===== src/rtl/spi_mem_port_arbiter.sv =====
// spi_mem_port_arbiter: shares RAM port B between SPI rx (m0) and tx (m1).
// Round-robin grant, bounded lock ownership, 1-cycle read return routing.
module spi_mem_port_arbiter #(
  parameter int ADDR_W   = 10,
  parameter int DATA_W   = 32,
  parameter int LOCK_MAX = 16
) (
  input  logic                clk,
  input  logic                reset,
  input  logic                m0_req,
  input  logic                m0_write,
  input  logic [ADDR_W-1:0]   m0_address,
  input  logic [DATA_W/8-1:0] m0_byteenable,
  input  logic [DATA_W-1:0]   m0_writedata,
  input  logic                m0_lock,
  output logic                m0_ack,
  output logic [DATA_W-1:0]   m0_readdata,
  output logic                m0_readdatavalid,
  input  logic                m1_req,
  input  logic                m1_write,
  input  logic [ADDR_W-1:0]   m1_address,
  input  logic [DATA_W/8-1:0] m1_byteenable,
  input  logic [DATA_W-1:0]   m1_writedata,
  input  logic                m1_lock,
  output logic                m1_ack,
  output logic [DATA_W-1:0]   m1_readdata,
  output logic                m1_readdatavalid,
  output logic                mem_chipselect,
  output logic                mem_write,
  output logic [ADDR_W-1:0]   mem_address,
  output logic [DATA_W/8-1:0] mem_byteenable,
  output logic [DATA_W-1:0]   mem_writedata,
  input  logic [DATA_W-1:0]   mem_readdata
);

  localparam int BE_W  = DATA_W / 8;
  localparam int CNT_W = $clog2(LOCK_MAX + 1);

  typedef enum logic [1:0] {
    FREE = 2'd0,
    OWN0 = 2'd1,
    OWN1 = 2'd2
  } state_t;

  state_t           state;
  state_t           state_nxt;
  logic             last_grant;
  logic [CNT_W-1:0] lock_cnt;
  logic             cnt_done;
  logic             gnt0;
  logic             gnt1;
  logic [1:0]       rdv_q;

  // the cycle that would bring the hold count to LOCK_MAX is the last one
  assign cnt_done = (lock_cnt >= CNT_W'(LOCK_MAX - 1));

  // owner state register
  always_ff @(posedge clk) begin
    if (reset) state <= FREE;
    else       state <= state_nxt;
  end

  // owner next-state: take ownership on a locked grant, drop on unlock or timeout
  always_comb begin
    state_nxt = state;
    unique case (state)
      FREE: begin
        if (gnt0 && m0_lock)      state_nxt = OWN0;
        else if (gnt1 && m1_lock) state_nxt = OWN1;
      end
      OWN0: begin
        if (cnt_done || (gnt0 && !m0_lock) || (!m0_req && !m0_lock))
          state_nxt = FREE;
      end
      OWN1: begin
        if (cnt_done || (gnt1 && !m1_lock) || (!m1_req && !m1_lock))
          state_nxt = FREE;
      end
      default: state_nxt = FREE;
    endcase
  end

  // grant decode: owner exclusive, otherwise round-robin on conflict
  always_comb begin
    gnt0 = 1'b0;
    gnt1 = 1'b0;
    if (!reset) begin
      unique case (state)
        FREE: begin
          if (m0_req && m1_req) begin
            gnt0 = last_grant;
            gnt1 = !last_grant;
          end else begin
            gnt0 = m0_req;
            gnt1 = m1_req;
          end
        end
        OWN0:    gnt0 = m0_req;
        OWN1:    gnt1 = m1_req;
        default: ;
      endcase
    end
  end

  // RAM port mux: mirror the granted master, idle to all zeros
  always_comb begin
    mem_chipselect = 1'b0;
    mem_write      = 1'b0;
    mem_address    = '0;
    mem_byteenable = '0;
    mem_writedata  = '0;
    unique case (1'b1)
      gnt0: begin
        mem_chipselect = 1'b1;
        mem_write      = m0_write;
        mem_address    = m0_address;
        mem_byteenable = m0_byteenable;
        mem_writedata  = m0_writedata;
      end
      gnt1: begin
        mem_chipselect = 1'b1;
        mem_write      = m1_write;
        mem_address    = m1_address;
        mem_byteenable = m1_byteenable;
        mem_writedata  = m1_writedata;
      end
      default: ;
    endcase
  end

  // hold counter: 1 on lock entry, counts each owned cycle, clears when free
  always_ff @(posedge clk) begin
    if (reset || state_nxt == FREE)
      lock_cnt <= '0;
    else if (state == FREE)
      lock_cnt <= CNT_W'(1);
    else if (lock_cnt != CNT_W'(LOCK_MAX))
      lock_cnt <= lock_cnt + CNT_W'(1);
  end

  // round-robin memory of the most recent winner
  always_ff @(posedge clk) begin
    if (reset)     last_grant <= 1'b1;
    else if (gnt0) last_grant <= 1'b0;
    else if (gnt1) last_grant <= 1'b1;
  end

  // read tag: one-hot issuing master of a granted read
  always_ff @(posedge clk) begin
    if (reset) rdv_q <= 2'b00;
    else       rdv_q <= {gnt1 && !m1_write, gnt0 && !m0_write};
  end

  assign m0_ack = gnt0;
  assign m1_ack = gnt1;

  // a reset landing on a read's return cycle suppresses that return
  assign m0_readdatavalid = rdv_q[0] && !reset;
  assign m1_readdatavalid = rdv_q[1] && !reset;
  assign m0_readdata      = mem_readdata;
  assign m1_readdata      = mem_readdata;

endmodule


===== config.mk =====
export PLATFORM = sky130hd
export DESIGN_NAME = spi_mem_port_arbiter
export DESIGN_NICKNAME = d
export VERILOG_FILES = /design/src/rtl/spi_mem_port_arbiter.sv
export SDC_FILE = /design/constraint.sdc
export NUM_CORES = 1
export LEC_CHECK = 0
export ABC_CLOCK_PERIOD_IN_PS = 2400
export CAP_MARGIN = 20
export CORE_AREA = 2 2 96 98
export DETAILED_ROUTE_END_ITERATION = 10
export DIE_AREA = 0 0 98 100
export HOLD_SLACK_MARGIN = 0.15
export PLACE_DENSITY_LB_ADDON = 0.05
export SLEW_MARGIN = 20
export SYNTH_ARGS = -nofsm -noshare
export SYNTH_HDL_FRONTEND = slang
export SYNTH_SLANG_ARGS = --single-unit

===== constraint.sdc =====
create_clock -name clk -period 2.4 [get_ports clk]
set_clock_uncertainty 0.05 [all_clocks]
set_input_delay 0.36 -clock clk [delete_from_list [all_inputs] [get_ports clk]]
set_output_delay 0.36 -clock clk [all_outputs]
set_load 0.02 [all_outputs]

==> impl_summary.log <==
[report] implementation figures
[metrics] outcome: completed
[metrics] dpl ws: -0.470 ns
[metrics] Pwr per Cell Area: 334 nW/um^2
[metrics] XOR/XNOR share of the synthesized area: 1.76%
[metrics] worst relative slew slack: 77.7%
[metrics] cts bufs inserted: 3
[metrics] area share of and/or/nand/nor cells after synthesis: 9.71%
[metrics] synthesized area divided by synthesized cell count: 8.40 sq um
[metrics] final sequential cell count: 10
[metrics] portion of netlist area occupied by mux cells: 0.669%
[metrics] Levels on crit path: 8
[metrics] standard-cell row count: 35
[metrics] stage delay of the slowest cell on the critical path: 0.50 ns
[metrics] Top power group: combinational logic
[metrics] routing layer with the top usage in global route: met2
[metrics] ANT nets after route: 0
[metrics] Slew Viols, Final: 0
[metrics] crit path launch: m1_req
[metrics] Power Internal: 0.607 mW
[metrics] RSZ-0062 raised after global routing: false
[metrics] clock root cell: sky130_fd_sc_hd__clkbuf_8
[metrics] first-iteration detailed-routing DRC count: 19
[metrics] crit path launch type: primary input
[metrics] total DRC errors in the routed layout: 0
[metrics] Placed Area: 2790 sq um
[metrics] combinational cell area excluding buffers and inverters: 746 sq um
[metrics] half-perimeter wire length after detailed placement: 6150 microns
[metrics] M1 wire length: 2560 microns
[metrics] Cell Area, Synth: 1500 sq um
[metrics] Die Footprint: 9800 sq um
[metrics] top cell types by occurrence after synthesis: sky130_fd_sc_hd__buf_4 (64), sky130_fd_sc_hd__a22o_1 (47), sky130_fd_sc_hd__dfxtp_1 (10)
[metrics] total via count after detailed routing: 1619
[metrics] number of warnings in the stage logs: 28
[metrics] CTS tree: built
[metrics] die x size: 98 microns
[metrics] max-cap violation count: 0
[metrics] area of all placed cells without fillers: 2700 sq um
[metrics] top fanout value on the critical path: 6
[metrics] final core area utilization: 30.3%
[metrics] wire length of the first global-routing pass: 9830 microns
[metrics] flip-flops with a built-in enable: 0
[metrics] cell family with most CP delay: buffers and inverters
[metrics] Total Wirelength: 7120 microns
[metrics] Net Sw Frac: 32.6%
[metrics] number of logic gates: 86
[metrics] CTS sink count: 10
[metrics] count of antenna diodes in the layout: 0
[metrics] Signal buffers: 172
[metrics] cell group occupying the most layout area: buffers
**Port wiring**

The bar under the picture is 20 microns long.
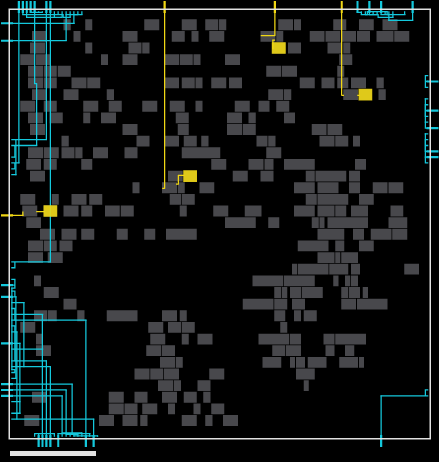
color	port	bits	direction	end cells	buffers	wire
cyan	mem_readdata	32	input	0	0	746 microns
yellow	m1_byteenable	4	input	4	4	82.7 microns

**Congestion heat map**

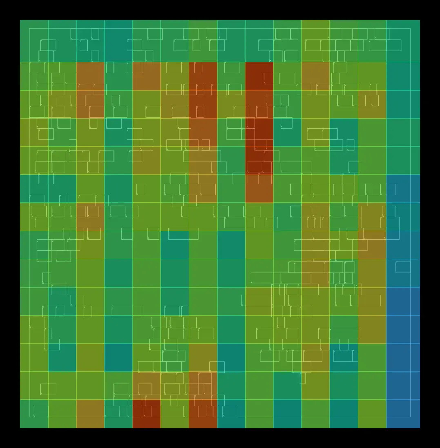
met2 GRT Util: 24.6%
aggregate global-route resource usage: 13.1%

**Power grid**

The bar under the picture is 20 microns long. Pins as bars on the die edge.
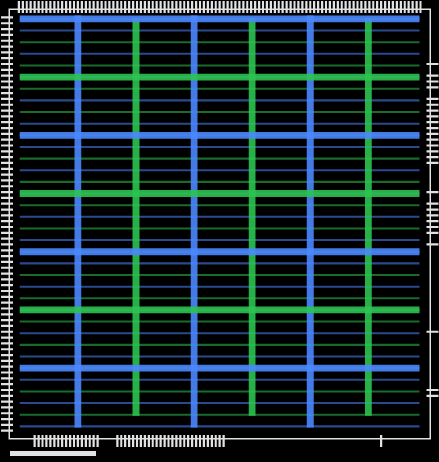
color	net
blue	VSS
green	VDD
rows	35
met1 rails	36
chip height: 100 microns
worst vdd ir: 0.168 mV

Power figures rest on the tool's default switching activity, not on a simulated workload.
